### Cells colored by class, run 1

(4 px per um) Fill, decap, tap and diode cells in gray.
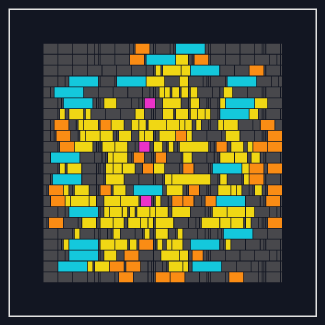
### Floorplan with the power grid, run 1

(4 px per um) Pins as bars on the die edge.
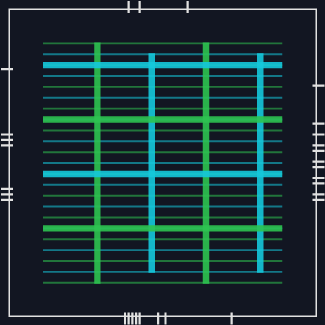
### Signal wires by layer, run 1

(4 px per um) Only two layers are drawn.
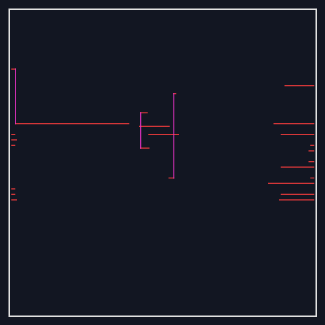
### Clock wires, drivers and flops, run 1

(8 px per um)
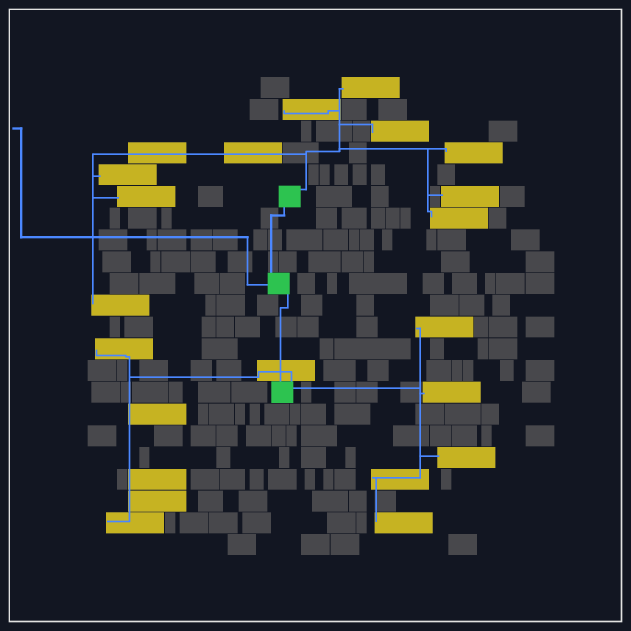
[config.mk]
export PLATFORM = sky130hd
export DESIGN_NAME = bounce_sequencer
export DESIGN_NICKNAME = d
export VERILOG_FILES = /design/src/rtl/bounce_pkg.sv /design/src/rtl/bounce_sequencer_updown_step.sv /design/src/rtl/bounce_sequencer.sv
export SDC_FILE = /design/constraint.sdc
export NUM_CORES = 1
export LEC_CHECK = 0
export CAP_MARGIN = 30
export CELL_PAD_IN_SITES_DETAIL_PLACEMENT = 0
export CELL_PAD_IN_SITES_GLOBAL_PLACEMENT = 1
export CORE_MARGIN = 8
export CORE_UTILIZATION = 38
export CTS_CLUSTER_SIZE = 8
export DETAILED_ROUTE_END_ITERATION = 6
export PLACE_DENSITY = 0.77
export SETUP_SLACK_MARGIN = 0.05
export SLEW_MARGIN = 10
export SYNTH_ARGS = -nofsm -noshare
export SYNTH_HDL_FRONTEND = slang
export SYNTH_SLANG_ARGS = --single-unit
[constraint.sdc]
create_clock -name clk -period 2.71 [get_ports clk]
set_input_delay 0.542 -clock clk [delete_from_list [all_inputs] [get_ports clk]]
set_output_delay 0.542 -clock clk [all_outputs]
set_load 0.005 [all_outputs]
[src/rtl/bounce_pkg.sv]
// Shared types and default sizes for the bounce sequencer.
package bounce_pkg;

   localparam int unsigned BOUNCE_WIDTH = 4;
   localparam int unsigned BOUNCE_CYC_W = 4;

   typedef enum logic [1:0] {
      ST_IDLE = 2'd0,
      ST_UP   = 2'd1,
      ST_DOWN = 2'd2
   } bounce_state_e;

endpackage : bounce_pkg

[src/rtl/bounce_sequencer_updown_step.sv]
// Loadable WIDTH-bit up/down counter stepped by the bounce sequencer.
module updown_step
   import bounce_pkg::*;
#(
   parameter int unsigned WIDTH = BOUNCE_WIDTH
) (
   input  logic             clk,
   input  logic             reset,
   input  logic             load,
   input  logic [WIDTH-1:0] load_val,
   input  logic             en,
   input  logic             up,
   output logic [WIDTH-1:0] q
);

   logic [WIDTH-1:0] q_q;
   logic [WIDTH-1:0] q_d;

   // Load has priority over stepping; hold when neither is requested.
   always_comb begin
      q_d = q_q;
      if (load) begin
         q_d = load_val;
      end else if (en) begin
         q_d = up ? (q_q + WIDTH'(1)) : (q_q - WIDTH'(1));
      end
   end

   // Counter register.
   always_ff @(posedge clk) begin
      if (reset) begin
         q_q <= '0;
      end else begin
         q_q <= q_d;
      end
   end

   assign q = q_q;

endmodule : updown_step

[src/rtl/bounce_sequencer.sv]
// Sequences an up/down counter through repeated lo->hi->lo sweeps.
module bounce_sequencer
   import bounce_pkg::*;
#(
   parameter int unsigned WIDTH = BOUNCE_WIDTH,
   parameter int unsigned CYC_W = BOUNCE_CYC_W
) (
   input  logic             clk,
   input  logic             reset,
   input  logic             start,
   input  logic             abort,
   input  logic             pause,
   input  logic [WIDTH-1:0] lo_limit,
   input  logic [WIDTH-1:0] hi_limit,
   input  logic [CYC_W-1:0] cycles,
   output logic [WIDTH-1:0] count,
   output logic             dir,
   output logic             busy,
   output logic             turn,
   output logic             done,
   output logic [CYC_W-1:0] cycles_left
);

   bounce_state_e    state_q, state_d;
   logic [WIDTH-1:0] lo_q, lo_d;
   logic [WIDTH-1:0] hi_q, hi_d;
   logic [CYC_W-1:0] cyc_q, cyc_d;
   logic             dir_q, dir_d;
   logic             busy_q, busy_d;
   logic             turn_q, turn_d;
   logic             done_q, done_d;

   logic             ctr_load, ctr_en, ctr_up;
   logic [WIDTH-1:0] q;
   logic [WIDTH-1:0] q_inc, q_dec;
   logic             start_bad, at_hi, at_lo, last_sweep;

   assign q_inc      = q + WIDTH'(1);
   assign q_dec      = q - WIDTH'(1);
   assign start_bad  = (lo_limit >= hi_limit) || (cycles == '0);
   assign at_hi      = (q_inc == hi_q);
   assign at_lo      = (q_dec == lo_q);
   assign last_sweep = (cyc_q == CYC_W'(1));

   updown_step #(.WIDTH(WIDTH)) u_step (
      .clk      (clk),
      .reset    (reset),
      .load     (ctr_load),
      .load_val (lo_limit),
      .en       (ctr_en),
      .up       (ctr_up),
      .q        (q)
   );

   // State register.
   always_ff @(posedge clk) begin
      if (reset) begin
         state_q <= ST_IDLE;
      end else begin
         state_q <= state_d;
      end
   end

   // Next-state logic; abort beats pause beats stepping.
   always_comb begin
      state_d = state_q;
      case (state_q)
         ST_IDLE: begin
            if (start && !start_bad) state_d = ST_UP;
         end
         ST_UP: begin
            if (abort)           state_d = ST_IDLE;
            else if (!pause && at_hi) state_d = ST_DOWN;
         end
         ST_DOWN: begin
            if (abort) begin
               state_d = ST_IDLE;
            end else if (!pause && at_lo) begin
               state_d = last_sweep ? ST_IDLE : ST_UP;
            end
         end
         default: state_d = ST_IDLE;
      endcase
   end

   // Counter controls and next values of the registered outputs.
   always_comb begin
      ctr_load = 1'b0;
      ctr_en   = 1'b0;
      ctr_up   = 1'b1;
      lo_d     = lo_q;
      hi_d     = hi_q;
      cyc_d    = cyc_q;
      dir_d    = dir_q;
      turn_d   = 1'b0;
      done_d   = 1'b0;
      busy_d   = (state_d != ST_IDLE);
      case (state_q)
         ST_IDLE: begin
            if (start) begin
               if (start_bad) begin
                  done_d = 1'b1;
               end else begin
                  ctr_load = 1'b1;
                  lo_d     = lo_limit;
                  hi_d     = hi_limit;
                  cyc_d    = cycles;
                  dir_d    = 1'b1;
               end
            end
         end
         ST_UP: begin
            if (abort) begin
               cyc_d = '0;
               dir_d = 1'b1;
            end else if (!pause) begin
               ctr_en = 1'b1;
               if (at_hi) begin
                  dir_d  = 1'b0;
                  turn_d = 1'b1;
               end
            end
         end
         ST_DOWN: begin
            if (abort) begin
               cyc_d = '0;
               dir_d = 1'b1;
            end else if (!pause) begin
               ctr_en = 1'b1;
               ctr_up = 1'b0;
               if (at_lo) begin
                  cyc_d  = cyc_q - CYC_W'(1);
                  turn_d = 1'b1;
                  dir_d  = 1'b1;
                  done_d = last_sweep;
               end
            end
         end
         default: ;
      endcase
   end

   // Latched configuration and registered status outputs.
   always_ff @(posedge clk) begin
      if (reset) begin
         lo_q   <= '0;
         hi_q   <= '0;
         cyc_q  <= '0;
         dir_q  <= 1'b1;
         busy_q <= 1'b0;
         turn_q <= 1'b0;
         done_q <= 1'b0;
      end else begin
         lo_q   <= lo_d;
         hi_q   <= hi_d;
         cyc_q  <= cyc_d;
         dir_q  <= dir_d;
         busy_q <= busy_d;
         turn_q <= turn_d;
         done_q <= done_d;
      end
   end

   assign count       = q;
   assign dir         = dir_q;
   assign busy        = busy_q;
   assign turn        = turn_q;
   assign done        = done_q;
   assign cycles_left = cyc_q;

endmodule : bounce_sequencer
==> flow_metrics.py <==
# Auto-generated metrics
metrics = {
    "outcome": {
        "status": "completed",
    },
    "worst_setup_path": {
        "r2r_end": "cycles_left[2]",
        "cp_max_fo": 3,
        "worst-endpoint-arrival_ps": 2770,
        "slowest_stage": "clkdlybuf4s50_1",
        "crit_path_frequent_cell": "buf_4",
        "critPathCapture": "busy",
        "worst-path-buf-inv": 4,
        "critPathCaptureType": "flop",
        "r2r_setup_slack_ps": 260,
        "rr_startpoint": "u_step.q[0]",
        "startpoint_type": "input port",
        "cp_slowest_stage_delay_ps": 470,
        "worstSetupPathType": "in -> reg",
        "crit_family": "AND-OR/OR-AND gates",
        "crit_path_start": "lo_limit[0]",
        "cp.depth": 11,
        "crit_chain": "clkdlybuf4s50_1, inv_1, ha_1, nand2b_1, a211oi_2, buf_4, buf_4, o2111a_1, a21oi_1, a221oi_1, or2_1",
        "reg2reg_depth": 8,
        "critPathRequiredTime_ps": 2970,
    },
    "cts": {
        "clk_path_buf_depth": 2,
        "cts_tree": "yes",
        "cts_setup_buffers": 0,
        "cts.sinks": 22,
        "cts_buffers": 3,
        "htree_num_levels": 1,
        "cts_root_buffer": "clkbuf_4",
        "path_clk_slew_ps": 120,
        "ctsResizeCount": 0,
        "hold_buffers": 0,
    },
    "synth": {
        "most_common_cell": "dfxtp_1",
        "ys_cells": 156,
        "avgSynthCellArea_um2": 8.871,
        "ys_ff": 22,
        "yosys.area_share.simple_pct": 17.45,
        "synthMuxAreaShare_pct": 8.047,
        "ys_area_um2": 1384,
        "postSynthSeqShare_pct": 31.83,
        "async_flop_share_pct": 0,
        "synthesis.area_um2": 1384,
        "synthCells": 156,
        "aoi_share_pct": 15.82,
        "yosys_warnings": 0,
        "synth_nets": 185,
        "xor_share_pct": 10.76,
        "ys_sh_adder_pct": 10.85,
        "ys_types": 41,
        "synthTopLogicFamily": "simple AND/OR/NAND/NOR gates",
        "yosysTopAreaCellShare_pct": 31.83,
        "edf_count": 0,
        "synthTopCellsByArea": "dfxtp_1, ha_1, xnor2_1",
        "yosys.area.top_type": "dfxtp_1",
        "ys.flop_type": "dfxtp_1",
        "netlist_top_cells_count": "dfxtp_1, inv_1, nor2_1",
    },
    "finish": {
        "final_cells": 244,
        "final_common_cell": "clkdlybuf4s50_1",
        "area_growth_pct": 33.27,
        "diodes": 0,
        "nNetsFinal": 227,
        "drive_above_1_share_pct": 11.73,
        "n_fill_cell": 364,
        "final_cell_mix": "clkdlybuf4s50_1, dfxtp_1, inv_1",
    },
    "global_routing": {
        "first_global_vias": 1298,
        "antenna_found_initial": 0,
        "grt_max_degree": 13,
        "use_met2_pct": 21.42,
        "top_usage_layer": "met2",
        "grtUsageMet1_pct": 14.61,
        "gr-total-overflow": 0,
        "grt_pass1_wl_um": 5989,
        "met3_usage_pct": 2.241,
    },
    "pwr": {
        "p_int_w": 0.0005652,
        "p_sw_share_pct": 31.37,
        "p_leak_nw": 0.7708,
        "p_per_area_nw_per_um2": 446.5,
        "seq_power_share_pct": 46.2,
        "p_switching_w": 0.0002583,
        "combPwrFrac_pct": 36.0,
        "finalPower_w": 0.0008235,
    },
    "timing": {
        "hold_viol": 0,
        "slew_viol_final": 0,
        "finalSetupViolCount": 0,
        "holdWs_ps": 490.2,
        "post-route-period-util_pct": 92.64,
        "setup_ws_ps": 199.4,
        "tightest_slew_ps": 375.9,
        "slew_headroom_pct": 74.71,
        "fmax_mhz": 398.3,
        "rsz0062_at_grt": "false",
        "min_period_ps": 2511,
        "tns_ps": 0,
    },
    "placed_design": {
        "place_congestion": 0.8423,
        "numPortBuffers": 28,
        "post-place-ws_ps": -193.7,
        "dp_cells": 241,
        "hpwl_um": 2879,
        "postPlaceCellArea_um2": 1805,
    },
    "flow_run": {
        "warnings": 31,
        "cap_violations": 0,
    },
    "detailed_routing": {
        "route.met2.wl_um": 1644,
        "top_layer": "met4",
        "antenna_left": 0,
        "drt_iter0_drc": 35,
        "wl_met3_um": 118,
        "drcViolationCount": 0,
        "viasPerCell": 4.906,
        "drt-met1-wl_um": 1636,
        "firstDrtPassIters": 4,
    },
    "hold_path": {
        "min_to": "dir",
        "hold-path-cell-count": 1,
        "hold_start": "dir",
        "hold_path_class": "reg -> reg",
    },
    "floorplanning": {
        "fp_util_pct": 38.67,
        "die_area_um2": 5829,
        "ios": 29,
    },
}
## Picture notes: 'Cells colored by class'
Magenta is cells driving clock nets, cells 3. Cyan is flip-flops, cells 22. Yellow is all other logic, cells 130. Orange is other buffers and delay cells, cells 41.
sequential portion of the cell area: 23.88%
row count: 22
post-route cell area: 1844 um2
Final Core Density: 51.54%
core area: 3578 um2

## Picture notes: 'Floorplan with the power grid'
Green is VSS. Cyan is VDD.
29 signal pins sit on the boundary. 4 straps on met4. 23 met1 rails follow the rows. The core has 22 rows. 4 straps on met5.
Max IR drop VDD: 0.2257 mV
Die Span Y: 76.35 um
width of the die: 76.35 um

## Picture notes: 'Signal wires by layer'
Red is met3, wire length 119 um. Magenta is met4, wire length 43.5 um.
Vias: 1197
drt wl/cell: 14.11 um
gr usage total: 12.21%
DRT Wirelength: 3443 um

## Picture notes: 'Clock wires, drivers and flops'
Green is cells driving clock nets, count 3. Yellow is flip-flops, count 22. Blue is clock wires, length 287 um.
There are 4 routed clock nets.
worst clock skew: 0.5599 ps
Clock net power: 0.000147 W
Clk network pwr share: 17.8%
clk_lat worst skew: 300 ps

[run 1: registers in the layout (all words and copies together) (netlist names)]
name and cells:
lo_q 4, turn 1, cycles_left 4, u_step.q 4, dir 1, state_q 2
done 1, busy 1, hi_q 4
[run 1: power groups by stage]
stage / Sequential, W / Clock, W / Combinational, W
floorplan: 0.000383 / 0 / 0.000170
CTS: 0.000381 / 0.000155 / 0.000294
finish: 0.000380 / 0.000147 / 0.000296
global route: 0.000385 / 0.000167 / 0.000328
global placement: 0.000386 / 0 / 0.000289
detailed placement: 0.000388 / 0 / 0.000292
[run 1: final cells by class]
cell class	count	area (um2)	area share [%]
clock buffer	3	22.52	1.221
inverter	15	56.30	3.053
multi-input combinational	115	887.1	48.10
sequential	22	440.4	23.88
tap	48	60.06	3.256
timing repair buffer	41	377.9	20.49
Power is estimated from default activity; no workload was simulated.
